[config.mk]
export PLATFORM = sky130hd
export DESIGN_NAME = hart_dbg_ctrl
export DESIGN_NICKNAME = d
export VERILOG_FILES = /design/src/rtl/prv664_dbg_pkg.sv /design/src/rtl/dbg_tmo_cnt.sv /design/src/rtl/hart_dbg_ctrl.sv
export SDC_FILE = /design/constraint.sdc
export NUM_CORES = 1
export LEC_CHECK = 0
export CAP_MARGIN = 10
export CORE_AREA = 3 3 192 194
export DETAILED_ROUTE_END_ITERATION = 8
export DIE_AREA = 0 0 195 197
export PLACE_DENSITY_LB_ADDON = 0.05
export SLEW_MARGIN = 20
export SYNTH_ARGS = -nofsm -noshare
export SYNTH_HDL_FRONTEND = slang
export SYNTH_HIERARCHICAL = 1
export SYNTH_SLANG_ARGS = --single-unit
[constraint.sdc]
create_clock -name clk_i -period 3.88 [get_ports clk_i]
set_clock_uncertainty 0.1 [all_clocks]
set_input_delay 0.582 -clock clk_i [delete_from_list [all_inputs] [get_ports clk_i]]
set_output_delay 0.582 -clock clk_i [all_outputs]
set_load 0.005 [all_outputs]
[src/rtl/prv664_dbg_pkg.sv]
// Shared types and constants for the per-hart debug controller.
package prv664_dbg_pkg;

   localparam int XLEN = 64;

   typedef enum logic [1:0] {
      IDLE,
      EXEC,
      RESUME,
      HALTW
   } dbgc_state_t;

   localparam logic [2:0] CMDERR_NONE       = 3'd0;
   localparam logic [2:0] CMDERR_BUSY       = 3'd1;
   localparam logic [2:0] CMDERR_NOTSUP     = 3'd2;
   localparam logic [2:0] CMDERR_HALTRESUME = 3'd4;

   localparam logic [15:0] REGNO_DCSR      = 16'h07B0;
   localparam logic [15:0] REGNO_DPC       = 16'h07B1;
   localparam logic [15:0] REGNO_DSCRATCH0 = 16'h07B2;
   localparam logic [15:0] REGNO_DSCRATCH1 = 16'h07B3;

   // Only the four debug CSRs are reachable; GPR/FPR regnos fall through as unsupported.
   function automatic logic regno_supported(input logic [15:0] regno);
      return (regno == REGNO_DCSR) || (regno == REGNO_DPC) ||
             (regno == REGNO_DSCRATCH0) || (regno == REGNO_DSCRATCH1);
   endfunction

endpackage

[src/rtl/dbg_tmo_cnt.sv]
// Saturating cycles-in-state counter; clr marks the first cycle of a new state.
module dbg_tmo_cnt #(
   parameter int CNT_W = 11
) (
   input  logic             clk_i,
   input  logic             srst_i,
   input  logic             clr,
   input  logic [CNT_W-1:0] cmp,
   output logic             expired
);

   logic [CNT_W-1:0] cnt_reg;
   logic [CNT_W-1:0] cnt_next;

   // The entry cycle counts as zero, so expired fires on the cmp-th cycle in the state.
   assign cnt_next = clr ? '0 : cnt_reg;
   assign expired  = ({1'b0, cnt_next} + {{CNT_W{1'b0}}, 1'b1}) >= {1'b0, cmp};

   always_ff @(posedge clk_i) begin
      if (srst_i) begin
         cnt_reg <= '0;
      end else if (cnt_next != '1) begin
         cnt_reg <= cnt_next + CNT_W'(1);
      end else begin
         cnt_reg <= cnt_next;
      end
   end

endmodule

[src/rtl/hart_dbg_ctrl.sv]
// Per-hart debug controller: halt sequencing, resume handshake and abstract
// register commands on the debug CSRs.
module hart_dbg_ctrl
   import prv664_dbg_pkg::*;
#(
   parameter int RESUME_TMO = 256,
   parameter int HALT_TMO   = 1024,
   parameter int CNT_W      = 11
) (
   input  logic            clk_i,
   input  logic            srst_i,
   input  logic            dm_haltreq,
   input  logic            dm_resumereq,
   input  logic            cmd_valid,
   input  logic            cmd_write,
   input  logic [15:0]     cmd_regno,
   input  logic [XLEN-1:0] cmd_wdata,
   input  logic            cmderr_clr,
   output logic            busy,
   output logic [2:0]      cmderr,
   output logic [XLEN-1:0] cmd_rdata,
   output logic            resumeack,
   output logic            tmo_err,
   input  logic            hart_halted,
   input  logic            hart_run,
   input  logic [XLEN-1:0] dpc,
   input  logic [XLEN-1:0] dcsr,
   input  logic [XLEN-1:0] dscratch0,
   input  logic [XLEN-1:0] dscratch1,
   output logic            debug_haltreq,
   output logic            resumereq,
   output logic            debug_csren,
   output logic [11:0]     debug_csrindex,
   output logic [XLEN-1:0] debug_csrdata
);

   dbgc_state_t     state_reg;
   dbgc_state_t     state_prev_reg;
   logic [2:0]      cmderr_reg;
   logic [XLEN-1:0] cmd_rdata_reg;
   logic            resumeack_reg;
   logic            tmo_err_reg;
   logic            debug_haltreq_reg;
   logic            resumereq_reg;
   logic            debug_csren_reg;
   logic [11:0]     debug_csrindex_reg;
   logic [XLEN-1:0] debug_csrdata_reg;
   logic            cmd_write_reg;
   logic [15:0]     cmd_regno_reg;

   logic             state_entry;
   logic [CNT_W-1:0] tmo_cmp;
   logic             tmo_expired;
   logic [XLEN-1:0]  csr_vals [4];

   // Supported regnos are 0x7B0..0x7B3, so the low two bits pick the CSR.
   assign csr_vals[0] = dcsr;
   assign csr_vals[1] = dpc;
   assign csr_vals[2] = dscratch0;
   assign csr_vals[3] = dscratch1;

   assign state_entry = (state_reg != state_prev_reg);
   assign tmo_cmp     = (state_reg == HALTW) ? CNT_W'(HALT_TMO) : CNT_W'(RESUME_TMO);

   dbg_tmo_cnt #(
      .CNT_W (CNT_W)
   ) u_tmo_cnt (
      .clk_i   (clk_i),
      .srst_i  (srst_i),
      .clr     (state_entry),
      .cmp     (tmo_cmp),
      .expired (tmo_expired)
   );

   always_ff @(posedge clk_i) begin
      if (srst_i) begin
         state_reg          <= IDLE;
         state_prev_reg     <= IDLE;
         cmderr_reg         <= CMDERR_NONE;
         cmd_rdata_reg      <= '0;
         resumeack_reg      <= 1'b0;
         tmo_err_reg        <= 1'b0;
         debug_haltreq_reg  <= 1'b0;
         resumereq_reg      <= 1'b0;
         debug_csren_reg    <= 1'b0;
         debug_csrindex_reg <= '0;
         debug_csrdata_reg  <= '0;
         cmd_write_reg      <= 1'b0;
         cmd_regno_reg      <= '0;
      end else begin
         state_prev_reg  <= state_reg;
         resumereq_reg   <= 1'b0;
         debug_csren_reg <= 1'b0;
         // Any error set below overrides this clear.
         if (cmderr_clr) cmderr_reg <= CMDERR_NONE;

         unique case (state_reg)
            IDLE: begin
               if (cmd_valid) begin
                  if (cmderr_reg == CMDERR_NONE) begin
                     if (!hart_halted) begin
                        cmderr_reg <= CMDERR_HALTRESUME;
                     end else if (!regno_supported(cmd_regno)) begin
                        cmderr_reg <= CMDERR_NOTSUP;
                     end else begin
                        state_reg     <= EXEC;
                        cmd_write_reg <= cmd_write;
                        cmd_regno_reg <= cmd_regno;
                        if (cmd_write) begin
                           debug_csren_reg    <= 1'b1;
                           debug_csrindex_reg <= cmd_regno[11:0];
                           debug_csrdata_reg  <= cmd_wdata;
                        end
                     end
                  end
               end else if (dm_haltreq) begin
                  if (!hart_halted) begin
                     state_reg         <= HALTW;
                     debug_haltreq_reg <= 1'b1;
                  end
               end else if (dm_resumereq) begin
                  if (hart_halted) begin
                     state_reg     <= RESUME;
                     resumereq_reg <= 1'b1;
                     resumeack_reg <= 1'b0;
                  end else if (hart_run) begin
                     resumeack_reg <= 1'b1;
                  end
               end
            end
            EXEC: begin
               if (cmd_valid && cmderr_reg == CMDERR_NONE) cmderr_reg <= CMDERR_BUSY;
               if (!cmd_write_reg) cmd_rdata_reg <= csr_vals[cmd_regno_reg[1:0]];
               state_reg <= IDLE;
            end
            RESUME: begin
               if (cmd_valid && cmderr_reg == CMDERR_NONE) cmderr_reg <= CMDERR_BUSY;
               if (hart_run) begin
                  resumeack_reg <= 1'b1;
                  state_reg     <= IDLE;
               end else if (tmo_expired) begin
                  tmo_err_reg <= 1'b1;
                  state_reg   <= IDLE;
               end
            end
            HALTW: begin
               if (cmd_valid && cmderr_reg == CMDERR_NONE) cmderr_reg <= CMDERR_HALTRESUME;
               if (hart_halted || !dm_haltreq) begin
                  debug_haltreq_reg <= 1'b0;
                  state_reg         <= IDLE;
               end else if (tmo_expired) begin
                  debug_haltreq_reg <= 1'b0;
                  tmo_err_reg       <= 1'b1;
                  state_reg         <= IDLE;
               end
            end
            default: state_reg <= IDLE;
         endcase
      end
   end

   assign busy           = (state_reg == EXEC) || (state_reg == RESUME);
   assign cmderr         = cmderr_reg;
   assign cmd_rdata      = cmd_rdata_reg;
   assign resumeack      = resumeack_reg;
   assign tmo_err        = tmo_err_reg;
   assign debug_haltreq  = debug_haltreq_reg;
   assign resumereq      = resumereq_reg;
   assign debug_csren    = debug_csren_reg;
   assign debug_csrindex = debug_csrindex_reg;
   assign debug_csrdata  = debug_csrdata_reg;

endmodule

==> metrics.cfg, run 1 <==
[global_route]
met3_usage_pct = 6.547
grt.total_usage_pct = 19.58
grt-busiest-layer = met2
grt_max_degree = 78
grt_pass1_wl_microns = 57300
met2_usage_pct = 33.26

[placement]
hpwl_microns = 29550

[run_status]
status = finished, final reports clean

[power]
power_leakage_nw = 4.782
peakVddDrop_uv = 309.6

[setup_path]
endpoint = state_reg[1]$_SDFFE_PP0P_
worstPathCellList = xnor2_1 > nand2_1 > nor2b_1 > ha_1 > nand3b_2 > o31a_1 > o21ai_0 > inv_1 > ha_1 > nand3_1 > or3_1 > o211ai_1 > a211oi_1 > o31a_1
worstPathRequired_ps = 4120

[clocking]
cts_setup_buffers = 0
ctsResizeCount = 0
cts_tree = done
clk_latency_ps = 460
cts_max_level = 4
cts.sinks = 166
ctsHoldBuffers = 0

[yosys]
ys_sh_aoi_pct = 18.07
ys_cells = 915
ys_sh_xor_pct = 0.8222
syn_area_sq_um = 8522
ys.flop_type = dfxtp_1
synth.cellmix.simpleShare_pct = 16.91
topCombFamilyByArea = AND-OR/OR-AND gates

[finish]
layout_top_cells = 491 x clkdlybuf4s50_1, 164 x dfxtp_1, 145 x a21oi_1, 142 x nand2_1, 68 x o31ai_1
mostFrequentLayoutCell = clkdlybuf4s50_1
fin_util_pct = 40.93

[final_timing]
finalCriticalPeriod_ps = 3518
relSlewSlack_pct = 33.01
period_used_pct = 90.66

[drt]
antenna_left = 0
via_per_inst = 4.895
dr.pass1.iters = 5

[worst_hold_path]
worstHoldStart = cmd_rdata[48]$_SDFFE_PP0P_

[die]
rows = 69

-- run 1: power by group --
part | internal, mW | switching (mW)
clock network | 1.04 | 0.781
logic | 0.566 | 0.431
registers | 1.77 | 0.0438
-- run 1: area by class of cell --
cell class	instances	area, sq um
flip-flops and latches	166	3331
inverters	21	78.83
repair buffers	513	5115
fillers	3565	20910
multi-input cells	640	4768
clock inverters	14	175.2
well taps	461	576.8
diodes	1	2.502
clock buffers	18	439.2
-- run 1: metrics by stage --
step	power [mW]	cells	hold slack, ps	worst slack, ps
after CTS	4.717	1833	354.9	343.2
final	4.629	1834	352.8	362.2
after global routing	4.842	1834	364.6	24.03
after detailed placement	2.864	1801	346.1	365.8
after global placement	2.860	1801	340.6	430.1
after floorplan	2.224	923	352.7	589.1
-- run 1: Yosys cell counts, types with 2 or more instances --
library cell,number,share of area [%]
a21oi_1,145,8.5
a22o_1,2,0.21
a22oi_1,2,0.18
and3_1,5,0.37
and4b_1,2,0.23
buf_1,6,0.26
buf_2,21,1.2
buf_6,2,0.26
clkbuf_1,66,2.9
dfxtp_1,166,39
ha_1,16,2.3
inv_1,21,0.93
mux2i_1,2,0.23
mux4_2,64,17
nand2_1,142,6.3
nand2b_1,8,0.59
nand3_1,9,0.53
nand4_1,67,4.9
nor2_1,19,0.84
nor2b_1,8,0.59
nor3_1,7,0.41
nor4_1,4,0.29
o211ai_1,4,0.35
o21a_1,7,0.62
o21ai_0,8,0.47
o21ba_2,5,0.59
o22ai_1,2,0.15
o31a_1,4,0.41
o31ai_1,68,6.0
or3_1,2,0.15
or4_1,2,0.18
xnor2_1,6,0.62
xor2_1,2,0.21
-- run 1: tightest hold or removal path, cell delays in order (launching register included) --
cell,delay [ps]
dfxtp_1,310
nand2_1,50
a21oi_1,50
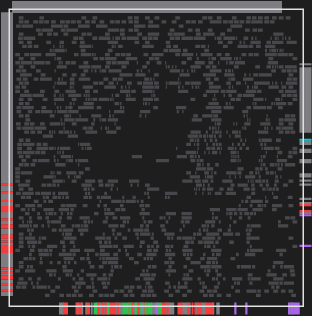
Figure 1: run 1, I/O pins on the die edge.
Drawn at 1.5 px/micron. Pins as bars across the die edge, other pins in grey.
[purple] `debug_csrindex` | pins: 12 | direction: output | edge: 10 bottom, 2 right
[cyan] `tmo_err` | pins: 1 | direction: output | edge: right
[red] `cmd_wdata` | pins: 64 | direction: input | edge: 40 bottom, 22 left, 2 right
[green] `cmd_regno` | pins: 16 | direction: input | edge: bottom
all pins by edge: 195 top, 139 left, 109 bottom, 51 right
Die X: 195 microns
I/O Buffers: 493
Die Ht: 197 microns

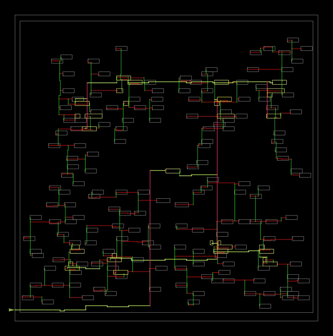
Figure 2: run 1, clock wiring as the flow saved it.
CLK BUF: 18
Seq cells: 166

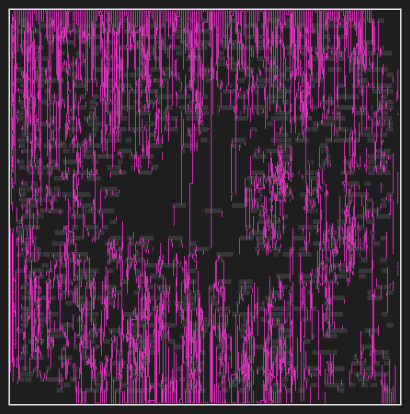
Figure 3: run 1, the metal 2 layer.
Drawn at 2 px/micron. Cells faint in the background.
share of all routed wire: 50%
nets with wire on the layer: 1,461
via count: 8,977
final WL: 39,460 microns

==> run 1 -> run 2 <==
--- a/config.mk
+++ b/config.mk
@@ -6,12 +6,13 @@
 export NUM_CORES = 1
 export LEC_CHECK = 0
 export CAP_MARGIN = 10
-export CORE_AREA = 3 3 192 194
+export CORE_AREA = 3 3 191 193
 export DETAILED_ROUTE_END_ITERATION = 8
-export DIE_AREA = 0 0 195 197
+export DIE_AREA = 0 0 194 196
 export PLACE_DENSITY_LB_ADDON = 0.05
 export SLEW_MARGIN = 20
 export SYNTH_ARGS = -nofsm -noshare
 export SYNTH_HDL_FRONTEND = slang
 export SYNTH_HIERARCHICAL = 1
 export SYNTH_SLANG_ARGS = --single-unit
+export TNS_END_PERCENT = 1
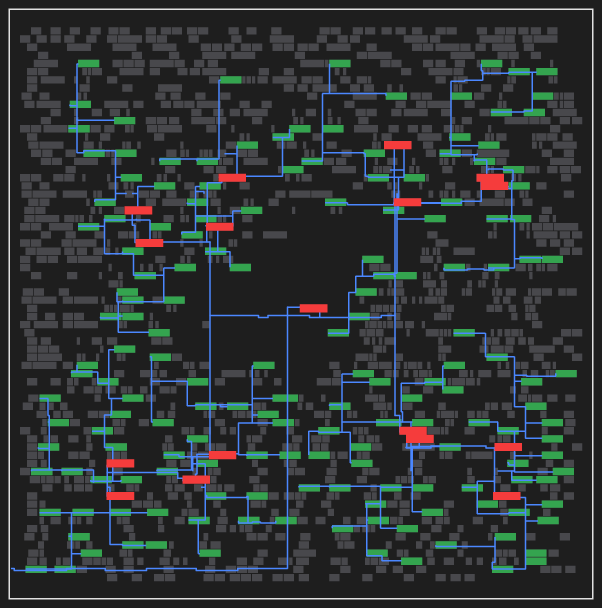
Figure 4: run 2, clock network drawn from the DEF.
Drawn at 3 px/micron.
[blue] clock wires | length: 2,630 microns
[red] cells driving clock nets | count: 17
[green] flip-flops | count: 166
routed clock nets: 18
flops lie: all over the die
Clock Power: 1.72 mW
clk latency late pin: 440 ps

==> metrics.cfg, run 2 <==
[run_status]
status = finished, final reports clean

[clocking]
cts_tree = done
cts_setup_buffers = 0
cts_buffers = 17
cts_max_level = 4
ctsHoldBuffers = 0

[finish]
fin_util_pct = 41.59
layout_top_cells = 491 x clkdlybuf4s50_1, 164 x dfxtp_1, 145 x a21oi_1, 142 x nand2_1, 68 x o31ai_1
fill_cells = 3460
instances_no_fill = 1826

[global_route]
grt.total_usage_pct = 19.54
grt_max_degree = 71
grt_pass1_wl_microns = 57050

[yosys]
yosysTopAreaCell = dfxtp_1
top_cell_area_share_pct = 39.00
synthTopCellsByArea = dfxtp_1 39%, mux4_2 17%, a21oi_1 8.5%, nand2_1 6.3%, o31ai_1 6.0%
top_cell = dfxtp_1
ys_sh_xor_pct = 0.8222
ys_top_cells_by_count = 166 x dfxtp_1, 145 x a21oi_1, 142 x nand2_1
ys.flop_type = dfxtp_1
synth.cellmix.simpleShare_pct = 16.91
topCombFamilyByArea = AND-OR/OR-AND gates

[setup_path]
worstPathCellList = xnor2_1 > nand2_1 > nor2b_1 > ha_1 > nand3b_2 > nor3_1 > xnor2_1 > nor2_1 > ha_1 > nand3_1 > or3_1 > o211ai_1 > a211oi_1 > o31a_1
slowest_stage = dfxtp_1
startpoint_type = register
worstPathRequired_ps = 4110

[placement]
dpl.cell_count = 1792
port_buffers = 493
hpwl_microns = 28570
place_ws_ps = 464.9

[final_timing]
whs_ps = 351.6
setup_ws_ps = 467.2
period_used_pct = 87.96
relSlewSlack_pct = 31.39
finalCriticalPeriod_ps = 3413

[power]
power_leakage_nw = 4.750
pwr_density_cell_nw_per_um2 = 313.7
peakVddDrop_uv = 289.2
p_total_mw = 4.528

[die]
die_w_microns = 194

[drt]
via_per_inst = 4.860
dr.pass1.iters = 4

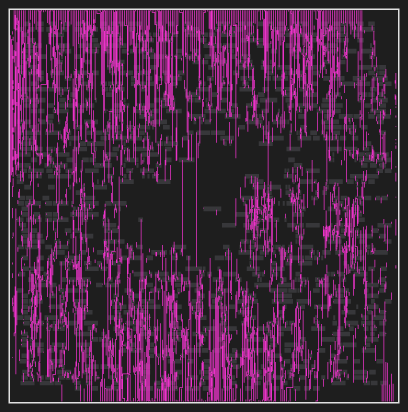
Figure 5: run 2, the metal 2 layer.
Drawn at 2 px/micron. Cells faint in the background.
wire length on this layer: 20,000 microns
nets with wire on the layer: 1,457
longest straight run: 82.8 microns
share of all routed wire: 51%
main direction: vertical
met2 GRT Util: 34.81%
via count: 8,874

-- run 2: worst register-to-register path: stages (launching register included) --
cell	delay, ps
dfxtp_1	440
xnor2_1	140
nand2_1	110
nor2b_1	170
ha_1	250
nand3b_2	150
nor3_1	340
xnor2_1	160
nor2_1	60
ha_1	280
nand3_1	70
or3_1	370
o211ai_1	280
a211oi_1	110
o31a_1	260
-- run 2: area by class of cell --
class                      count  area (sq um)  share of cell area (%)
antenna                        2         5.005                 0.03467
tap                          455         569.3                   3.944
clock buffer                  19         432.9                   2.999
multi-input combinational    640          4768                   33.03
inverter                      21         78.83                  0.5460
sequential                   166          3331                   23.07
timing repair buffer         510          5105                   35.36
clock inverter                13         146.4                   1.014
-- run 2: metal layers --
metal  routed length (microns)  GRT usage [%]
met5                        71              0
met4                       652          5.452
met3                      2623          6.217
met2                     19950          34.81
met1                     15450          22.60
-- run 2: where the power goes --
part	total, mW	leakage (nW)	switching, mW	internal, mW
clock	1.72	0.279	0.765	0.958
combinational	0.991	3.13	0.425	0.567
sequential	1.81	1.34	0.0435	1.77
total	4.53	4.75	1.23	3.30
-- run 2: worst paths after layout --
kind                                                  end                 startpoint  cells after the start  slack, ps
worst min register to register  cmd_rdata[3]$_SDFFE_PP0P_  cmd_rdata[3]$_SDFFE_PP0P_                      2        350
worst max register to register  state_reg[1]$_SDFFE_PP0P_  state_reg[1]$_SDFFE_PP0P_                     14        470
worst min-delay path            cmd_rdata[3]$_SDFFE_PP0P_  cmd_rdata[3]$_SDFFE_PP0P_                      2        350
worst max-delay path            state_reg[1]$_SDFFE_PP0P_  state_reg[1]$_SDFFE_PP0P_                     14        470
==> run 2 -> run 3 <==
--- a/config.mk
+++ b/config.mk
@@ -5,10 +5,10 @@
 export SDC_FILE = /design/constraint.sdc
 export NUM_CORES = 1
 export LEC_CHECK = 0
-export CAP_MARGIN = 10
 export CORE_AREA = 3 3 191 193
 export DETAILED_ROUTE_END_ITERATION = 8
 export DIE_AREA = 0 0 194 196
+export GPL_TIMING_DRIVEN = 0
 export PLACE_DENSITY_LB_ADDON = 0.05
 export SLEW_MARGIN = 20
 export SYNTH_ARGS = -nofsm -noshare
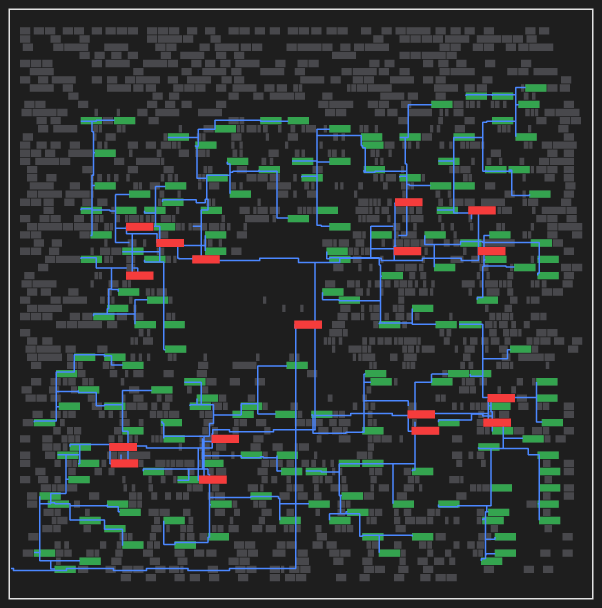
Figure 6: run 3, clock network drawn from the DEF.
Drawn at 3 px/micron.
[red] cells driving clock nets | count: 17
[green] flip-flops | count: 166
[blue] clock wires | length: 2,640 microns
flops lie: all over the die
routed clock nets: 18
Clock Power Share: 37.7%
clk latency late pin: 430 ps

==> metrics.cfg, run 3 <==
[final_timing]
finalCriticalPeriod_ps = 3536
relSlewSlack_pct = 38.86
whs_ps = 352.9
setup_ws_ps = 344.4

[die]
rows = 68

[clocking]
cts_max_level = 4
cts_buffers = 17
cts.sinks = 166
cts_tree = done

[power]
power_leakage_nw = 4.846

[yosys]
yosysTopAreaCell = dfxtp_1

[drt]
vias = 9221
finalWirelength_microns = 40670
antenna_left = 0

[setup_path]
endpoint = state_reg[1]$_SDFFE_PP0P_
worst_r2r_endpoint = state_reg[1]$_SDFFE_PP0P_
worstPathRequired_ps = 4100

[placement]
hpwl_microns = 33010
dpl.cell_count = 1870

[run_status]
status = finished, final reports clean

[finish]
instances_no_fill = 1905
layout_top_cells = 492 x clkdlybuf4s50_1, 165 x dfxtp_1, 145 x a21oi_1, 142 x nand2_1, 69 x clkbuf_1
fin_util_pct = 42.20

[worst_hold_path]
whs_path_depth = 2

[global_route]
grt_max_degree = 17
grt_pass1_wl_microns = 59450

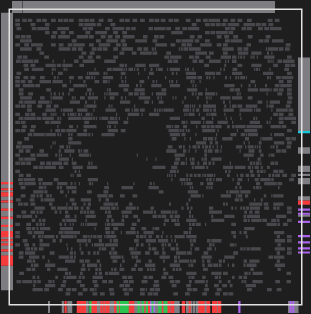
Figure 7: run 3, I/O pins on the die edge.
Drawn at 1.5 px/micron. Pins as bars across the die edge, other pins in grey.
[cyan] `tmo_err` | pins: 1 | direction: output | edge: right
[green] `cmd_regno` | pins: 16 | direction: input | edge: bottom
[purple] `debug_csrindex` | pins: 12 | direction: output | edge: 7 right, 5 bottom
[red] `cmd_wdata` | pins: 64 | direction: input | edge: 43 bottom, 19 left, 2 right
all pins by edge: 189 top, 136 left, 110 bottom, 59 right
I/O Buffers: 492
Die Ht: 196 microns
Die X: 194 microns

-- run 3: report_power, final --
group          total, mW  internal (mW)  switching, mW
clock network       1.72          0.967          0.754
logic               1.02          0.571          0.450
registers           1.82           1.77         0.0460
total               4.56           3.31           1.25
-- run 3: worst max-delay path, stage by stage (launching register included) --
cell and delay [ps]:
dfxtp_1 400, xnor2_1 130, nand2_1 100, buf_2 200
nor2b_2 190, ha_2 260, nand3b_2 160, o31a_1 270
o21ai_1 190, inv_1 70, ha_1 270, nand3_1 80
or3_1 370, o211ai_1 160, buf_4 160, a211oi_1 60
o31a_1 270
-- run 3: cell families after synthesis --
family | after synthesis | share of synthesized area, %
other | 1 | 0.04400
AND/OR/NAND/NOR | 288 | 16.91
buffers and inverters | 117 | 5.653
XOR/XNOR | 8 | 0.8222
AND-OR/OR-AND | 253 | 18.07
flip-flops | 166 | 39.00
adder cells (fa/ha/maj) | 16 | 2.349
multiplexers | 66 | 17.15
-- run 3: timing repair --
action                                  in CTS  in global routing
gates resized                                0                  5
pin swaps                                    1                  0
endpoints found under the setup margin       1                  4
setup buffers                                2                  0
-- run 3: area by class of cell --
type | instances | area (sq um) | share of cell area [%]
buffer | 96 | 402.9 | 2.750
multi-input combinational | 640 | 4757 | 32.47
timing repair buffer | 494 | 4940 | 33.72
clock inverter | 10 | 121.4 | 0.8285
sequential | 166 | 3324 | 22.69
inverter | 21 | 78.83 | 0.5381
antenna | 2 | 5.005 | 0.03416
tap | 455 | 569.3 | 3.886
clock buffer | 21 | 450.4 | 3.075
-- run 3: metal layers --
layer	wire length, microns	GRT usage [%]	vias up
li1	-	-	4454
met1	16590	25.15	4426
met2	20590	35.11	295
met3	2731	6.663	38
met4	698	5.080	8
met5	61	0	-

==> screenshots <==
Cells coloured by class.
Drawn at 2 px/micron. Fill, decap, tap and diode cells in grey.
(a)
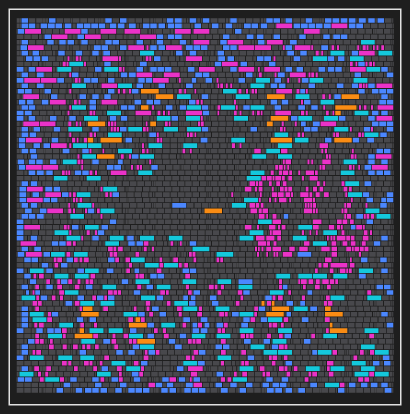
(b)
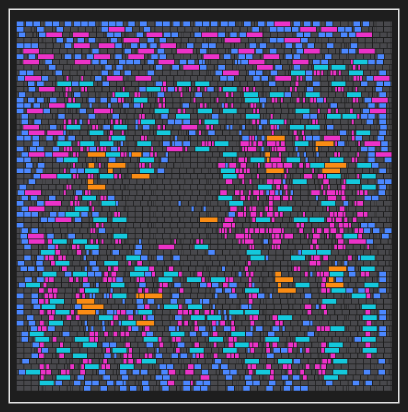
run 1: (a)
run 3: (b)

Key to (b):
[magenta] all other logic | cells: 661 | share of their area: 34%
[blue] other buffers and delay cells | cells: 590 | share of their area: 38%
[cyan] flip-flops | cells: 166 | share of their area: 24%
[orange] clock drivers and dummy loads | cells: 31 | share of their area: 4.1%

Power and IR drop assume default switching activity.
